$ cat config.mk
export PLATFORM = sky130hd
export DESIGN_NAME = pwm_fade_ctrl
export DESIGN_NICKNAME = d
export VERILOG_FILES = /design/src/rtl/pwm_fade_ctrl.sv
export SDC_FILE = /design/constraint.sdc
export NUM_CORES = 1
export LEC_CHECK = 0
export ABC_CLOCK_PERIOD_IN_PS = 4400
export CAP_MARGIN = 15
export CORE_MARGIN = 4
export CORE_UTILIZATION = 58
export DETAILED_ROUTE_END_ITERATION = 8
export PLACE_DENSITY = 0.84
export REMOVE_ABC_BUFFERS = 1
export SLEW_MARGIN = 10
export SYNTH_ARGS = -nofsm -noshare
export SYNTH_HDL_FRONTEND = slang
export SYNTH_SLANG_ARGS = --single-unit
$ cat constraint.sdc
create_clock -name clk -period 4.4 [get_ports clk]
set_input_delay 0.44 -clock clk [delete_from_list [all_inputs] [get_ports clk]]
set_output_delay 0.44 -clock clk [all_outputs]
set_load 0.1 [all_outputs]
$ cat src/rtl/pwm_fade_ctrl.sv
// Duty-cycle fade sequencer for the PWM core: steps duty toward a commanded target,
// updating only on PWM period boundaries (period_tick).
module pwm_fade_ctrl #(
  parameter int unsigned DUTY_W  = 8,
  parameter int unsigned STEP_W  = 4,
  parameter int unsigned DWELL_W = 8
) (
  input  logic               clk,
  input  logic               rst_n,
  input  logic               period_tick,
  input  logic               cmd_valid,
  output logic               cmd_ready,
  input  logic [DUTY_W-1:0]  cmd_target,
  input  logic [STEP_W-1:0]  cmd_step,
  input  logic [DWELL_W-1:0] cmd_dwell,
  input  logic               abort,
  output logic [DUTY_W-1:0]  duty,
  output logic               busy,
  output logic               done
);

  localparam int unsigned ExtW = DUTY_W + 1;

  typedef enum logic [1:0] {StIdle, StRampUp, StRampDown} state_e;

  state_e               state_q, state_d;
  logic [DUTY_W-1:0]    duty_q, duty_d;
  logic [DUTY_W-1:0]    target_q, target_d;
  logic [STEP_W-1:0]    step_q, step_d;
  logic [DWELL_W-1:0]   dwell_q, dwell_d;
  logic [DWELL_W-1:0]   cnt_q, cnt_d;
  logic                 busy_q, busy_d;
  logic                 done_q, done_d;

  logic [ExtW-1:0]      sum_ext, diff_ext;
  logic [DUTY_W-1:0]    up_val, down_val, next_val;

  // Saturating step toward target; one extra bit catches wrap/underflow.
  always_comb begin
    sum_ext  = {1'b0, duty_q} + ExtW'(step_q);
    diff_ext = {1'b0, duty_q} - ExtW'(step_q);
    if (step_q == '0 || sum_ext >= {1'b0, target_q}) begin
      up_val = target_q;
    end else begin
      up_val = sum_ext[DUTY_W-1:0];
    end
    if (step_q == '0 || diff_ext[DUTY_W] || diff_ext <= {1'b0, target_q}) begin
      down_val = target_q;
    end else begin
      down_val = diff_ext[DUTY_W-1:0];
    end
    next_val = (state_q == StRampUp) ? up_val : down_val;
  end

  always_comb begin
    state_d  = state_q;
    duty_d   = duty_q;
    target_d = target_q;
    step_d   = step_q;
    dwell_d  = dwell_q;
    cnt_d    = cnt_q;
    busy_d   = busy_q;
    done_d   = 1'b0;
    case (state_q)
      StIdle: begin
        if (cmd_valid) begin
          target_d = cmd_target;
          step_d   = cmd_step;
          dwell_d  = cmd_dwell;
          cnt_d    = '0;
          if (cmd_target > duty_q) begin
            state_d = StRampUp;
            busy_d  = 1'b1;
          end else if (cmd_target < duty_q) begin
            state_d = StRampDown;
            busy_d  = 1'b1;
          end else begin
            done_d = 1'b1;
          end
        end
      end
      StRampUp, StRampDown: begin
        if (abort) begin
          state_d = StIdle;
          busy_d  = 1'b0;
        end else if (period_tick) begin
          if (cnt_q == dwell_q) begin
            cnt_d  = '0;
            duty_d = next_val;
            if (next_val == target_q) begin
              state_d = StIdle;
              busy_d  = 1'b0;
              done_d  = 1'b1;
            end
          end else begin
            cnt_d = cnt_q + DWELL_W'(1);
          end
        end
      end
      default: begin
        state_d = StIdle;
        busy_d  = 1'b0;
      end
    endcase
  end

  always_ff @(posedge clk or negedge rst_n) begin
    if (!rst_n) begin
      state_q  <= StIdle;
      duty_q   <= '0;
      target_q <= '0;
      step_q   <= '0;
      dwell_q  <= '0;
      cnt_q    <= '0;
      busy_q   <= 1'b0;
      done_q   <= 1'b0;
    end else begin
      state_q  <= state_d;
      duty_q   <= duty_d;
      target_q <= target_d;
      step_q   <= step_d;
      dwell_q  <= dwell_d;
      cnt_q    <= cnt_d;
      busy_q   <= busy_d;
      done_q   <= done_d;
    end
  end

  assign cmd_ready = (state_q == StIdle);
  assign duty      = duty_q;
  assign busy      = busy_q;
  assign done      = done_q;

endmodule

Fig. 1: run 1, floorplan with the power grid
Drawn at 4 px/µm. Pins as bars on the die edge. Tap cells in grey.
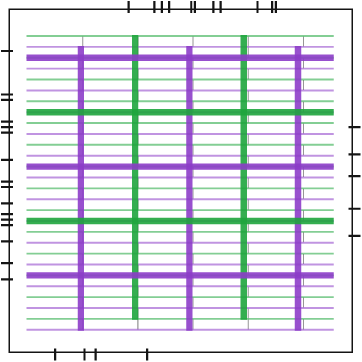
legend:
  purple:
    net: VSS
  green:
    net: VDD
rows: 27
signal pins: 36
met1 rails: 28
Core ar.: 5642 µm²
Die H: 85.39 µm
worst vdd rail ir drop: 393.4 µV
Die Wd: 85.39 µm

Fig. 2: run 1, signal wires by layer
Drawn at 4 px/µm.
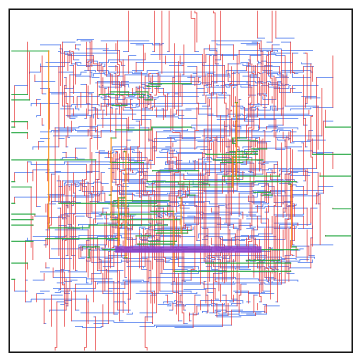
legend:
  blue:
    layer: metal 1
    wire_length: 3,970 µm
  green:
    layer: metal 3
    wire_length: 622 µm
  purple:
    layer: metal 5
    wire_length: 35.0 µm
  orange:
    layer: metal 4
    wire_length: 170 µm
  red:
    layer: metal 2
    wire_length: 4,270 µm

Fig. 3: run 1, clock nets
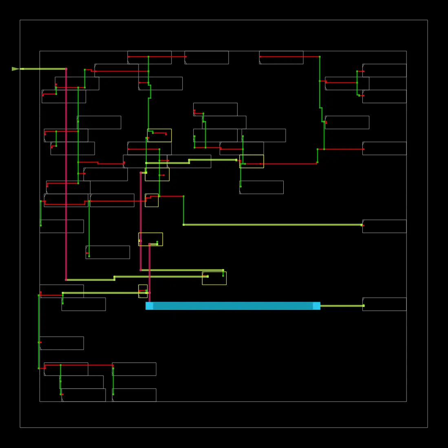
Clock Skews: 0.005829 ns
seq_cells: 40
layout clock buffer count: 5
Late-Pin Clk Latency: 0.29 ns

-- run 1: Yosys cell counts, types with 3 or more instances --
master | instances | share of area, %
nand3_1 | 12 | 1.7
xnor2_1 | 19 | 4.8
ha_1 | 36 | 13
xor2_1 | 10 | 2.5
o21a_1 | 3 | 0.65
clkbuf_1 | 4 | 0.43
nand2_1 | 21 | 2.3
nor2b_1 | 6 | 1.1
a211oi_1 | 6 | 1.3
mux2_2 | 19 | 6.2
a21oi_1 | 23 | 3.3
o22ai_1 | 4 | 0.72
inv_1 | 32 | 3.5
nor2_1 | 21 | 2.3
nand2b_1 | 10 | 1.8
o31ai_1 | 4 | 0.86
and3_1 | 7 | 1.3
dfrtp_1 | 40 | 29
o211ai_1 | 3 | 0.65
o21ai_0 | 23 | 3.3
nor3_1 | 5 | 0.72
nand4_1 | 8 | 1.4
-- run 1: state kept, by name, summed over array words and instances (netlist names) --
signal / flops
cnt_q: 8
duty: 8
dwell_q: 8
target_q: 8
step_q: 4
state_q: 2
busy: 1
done: 1
-- run 1: area by class of cell --
| cell class | instances | share of cell area, % |
|---|---|---|
| Tap cell | 72 | 2.268 |
| Inverter | 32 | 3.024 |
| Clock inverter | 2 | 0.3150 |
| Clock buffer | 5 | 1.732 |
| Timing Repair Buffer | 36 | 8.882 |
| Sequential cell | 40 | 25.20 |
| Multi-Input combinational cell | 295 | 58.58 |
-- run 1: worst paths after layout --
check | start | endpoint | cells after the start
max | duty[2] | busy | 14
max reg2reg | duty[2] | busy | 14
min reg2reg | dwell_q[1] | dwell_q[1] | 1
min in group clk | dwell_q[1] | dwell_q[1] | 1
max in group asynchronous | rst_n | busy | 1
min | rst_n | step_q[0] | 1
==> flow_summary.json, run 1 <==
{
  "status": "completed",
  "cp-start-kind": "flop",
  "final_cells": 482,
  "fmax_ghz": 0.2481,
  "vias": 3025,
  "synthSimpleGateAreaFrac_pct": 18.01,
  "pg_clk_w": 0.000248,
  "clkPwrFrac_pct": 9.2,
  "hold_ws_ns": 0.2678,
  "h-tree-depth": 2,
  "layout_top_cell": "dfrtp_1",
  "internal_power_w": 0.001308,
  "first_global_vias": 3060,
  "fin_crit_ns": 4.031,
  "leakagePower_nw": 1.741,
  "fp_util_pct": 61.57,
  "maxPowerGroup": "combinational cells",
  "path_cells": "ha_1 -> nand2b_1 -> a21oi_1 -> and3_2 -> xnor2_1 -> ha_1 -> a21oi_1 -> nand2_1 -> a32oi_2 -> nand4_4 -> o221ai_2 -> a21oi_1 -> a311o_1 -> o211a_1",
  "routed_wl_mm": 9.066,
  "ant_nets": 0,
  "syn_area_um2": 3473,
  "seq_area_um2": 1001,
  "mux_area_share_pct": 6.160,
  "cts_sinks": 40,
  "cts_resized": 0,
  "drive_gt1_share_pct": 12.44,
  "cts_buffer_depth": 2,
  "top_logic_kind": "AND-OR/OR-AND gates",
  "fp-row-count": 27,
  "area_delta_synth_final_pct": 14.37,
  "overflow": 0,
  "p_switching_w": 0.001392,
  "slew_viol_final": 0,
  "final_nets": 473,
  "io_pins": 36,
  "final_cell_area_um2": 3973,
  "portBuffers": 35,
  "rsz0062_at_grt": "false"
}
## Run 2: what changed since run 1
--- a/config.mk
+++ b/config.mk
@@ -12,7 +12,7 @@
 export DETAILED_ROUTE_END_ITERATION = 8
 export PLACE_DENSITY = 0.84
 export REMOVE_ABC_BUFFERS = 1
-export SLEW_MARGIN = 10
 export SYNTH_ARGS = -nofsm -noshare
 export SYNTH_HDL_FRONTEND = slang
 export SYNTH_SLANG_ARGS = --single-unit
+export TNS_END_PERCENT = 100
Fig. 4: run 2, met3 routing
Drawn at 3 px/µm.
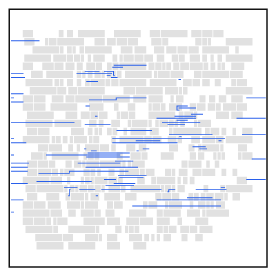
main direction: horizontal
wire length on this layer: 622 µm
share of all routed wire: 6.9%
nets with wire on the layer: 65

==> flow_summary.json, run 2 <==
{
  "finClkSkew_ns": 0.005829,
  "path_cells": "ha_1 -> nand2b_1 -> a21oi_1 -> and3_2 -> xnor2_1 -> ha_1 -> a21oi_1 -> nand2_1 -> a32oi_2 -> nand4_4 -> o221ai_2 -> a21oi_1 -> a311o_1 -> o211a_1",
  "layout_top_cell": "dfrtp_1",
  "synth_top_area_share_pct": 28.82,
  "synth_top_cell_by_area": "dfrtp_1",
  "insertion_delay_ns": 0.29,
  "maxPowerGroup": "combinational cells",
  "cts_buffer_depth": 2,
  "clkPwrFrac_pct": 9.2,
  "cp-start-kind": "flop",
  "internal_power_w": 0.001308,
  "ys_top_cells_by_count": "40 x dfrtp_1, 36 x ha_1, 32 x inv_1",
  "fp_util_pct": 61.57,
  "most_common_cell": "dfrtp_1",
  "portBuffers": 35,
  "pg_clk_w": 0.000248,
  "core_area_um2": 5642,
  "rsz0062_at_grt": "false",
  "io_pins": 36,
  "syn_area_um2": 3473,
  "status": "completed",
  "fin_crit_ns": 4.031
}
[run 2: cell counts in the layout (fill, tap and decap cells not counted)]
No cell type changed its count.
[run 2: final timing paths]
check | cells after the start | to | start | slack, ns
worst min register to register | 1 | dwell_q[1] | dwell_q[1] | 0.53
worst max-delay path | 14 | busy | duty[2] | 0.37
worst max register to register | 14 | busy | duty[2] | 0.37
min in group clk | 1 | dwell_q[1] | dwell_q[1] | 0.53
worst min-delay path | 1 | step_q[0] | rst_n | 0.27
max in group asynchronous | 1 | busy | rst_n | 3.55
[run 2: layout make-up]
| cell class | count | area share [%] |
|---|---|---|
| clock buffer | 5 | 1.732 |
| clock inverter | 2 | 0.3150 |
| inverter | 32 | 3.024 |
| multi-input combinational | 295 | 58.58 |
| sequential | 40 | 25.20 |
| tap | 72 | 2.268 |
| timing repair buffer | 36 | 8.882 |
[run 2: kinds of logic after synthesis]
family / Yosys count / synth area share, %
flip-flops: 40 / 28.82
XOR/XNOR: 30 / 7.961
buffers and inverters: 38 / 4.179
multiplexers: 19 / 6.160
AND/OR/NAND/NOR: 111 / 18.01
AND-OR/OR-AND: 97 / 20.75
adder cells (fa/ha/maj): 38 / 14.12
[run 2: through the flow]
stage / cells / hold slack (ns) / power [W] / setup WS [ns]
floorplan: 367 / 0.1444 / 0.001968 / 0.3000
global placement: 475 / 0.5113 / 0.002374 / 0.4850
detailed placement: 475 / 0.5177 / 0.002414 / 0.4399
CTS: 482 / 0.2844 / 0.002680 / 0.4338
global route: 482 / 0.3207 / 0.002921 / 0.1426
finish: 482 / 0.2678 / 0.002701 / 0.3690
[run 2: worst reg2reg max path, delay by kind of cell (launching register included)]
kind / cells / cell delay [ns]
xor+xnor: 1 / 0.15
flops: 1 / 0.44
compound gates: 7 / 1.76
simple gates: 4 / 0.83
fa+ha+maj: 2 / 0.75
Power figures rest on the tool's default switching activity, not on a simulated workload.
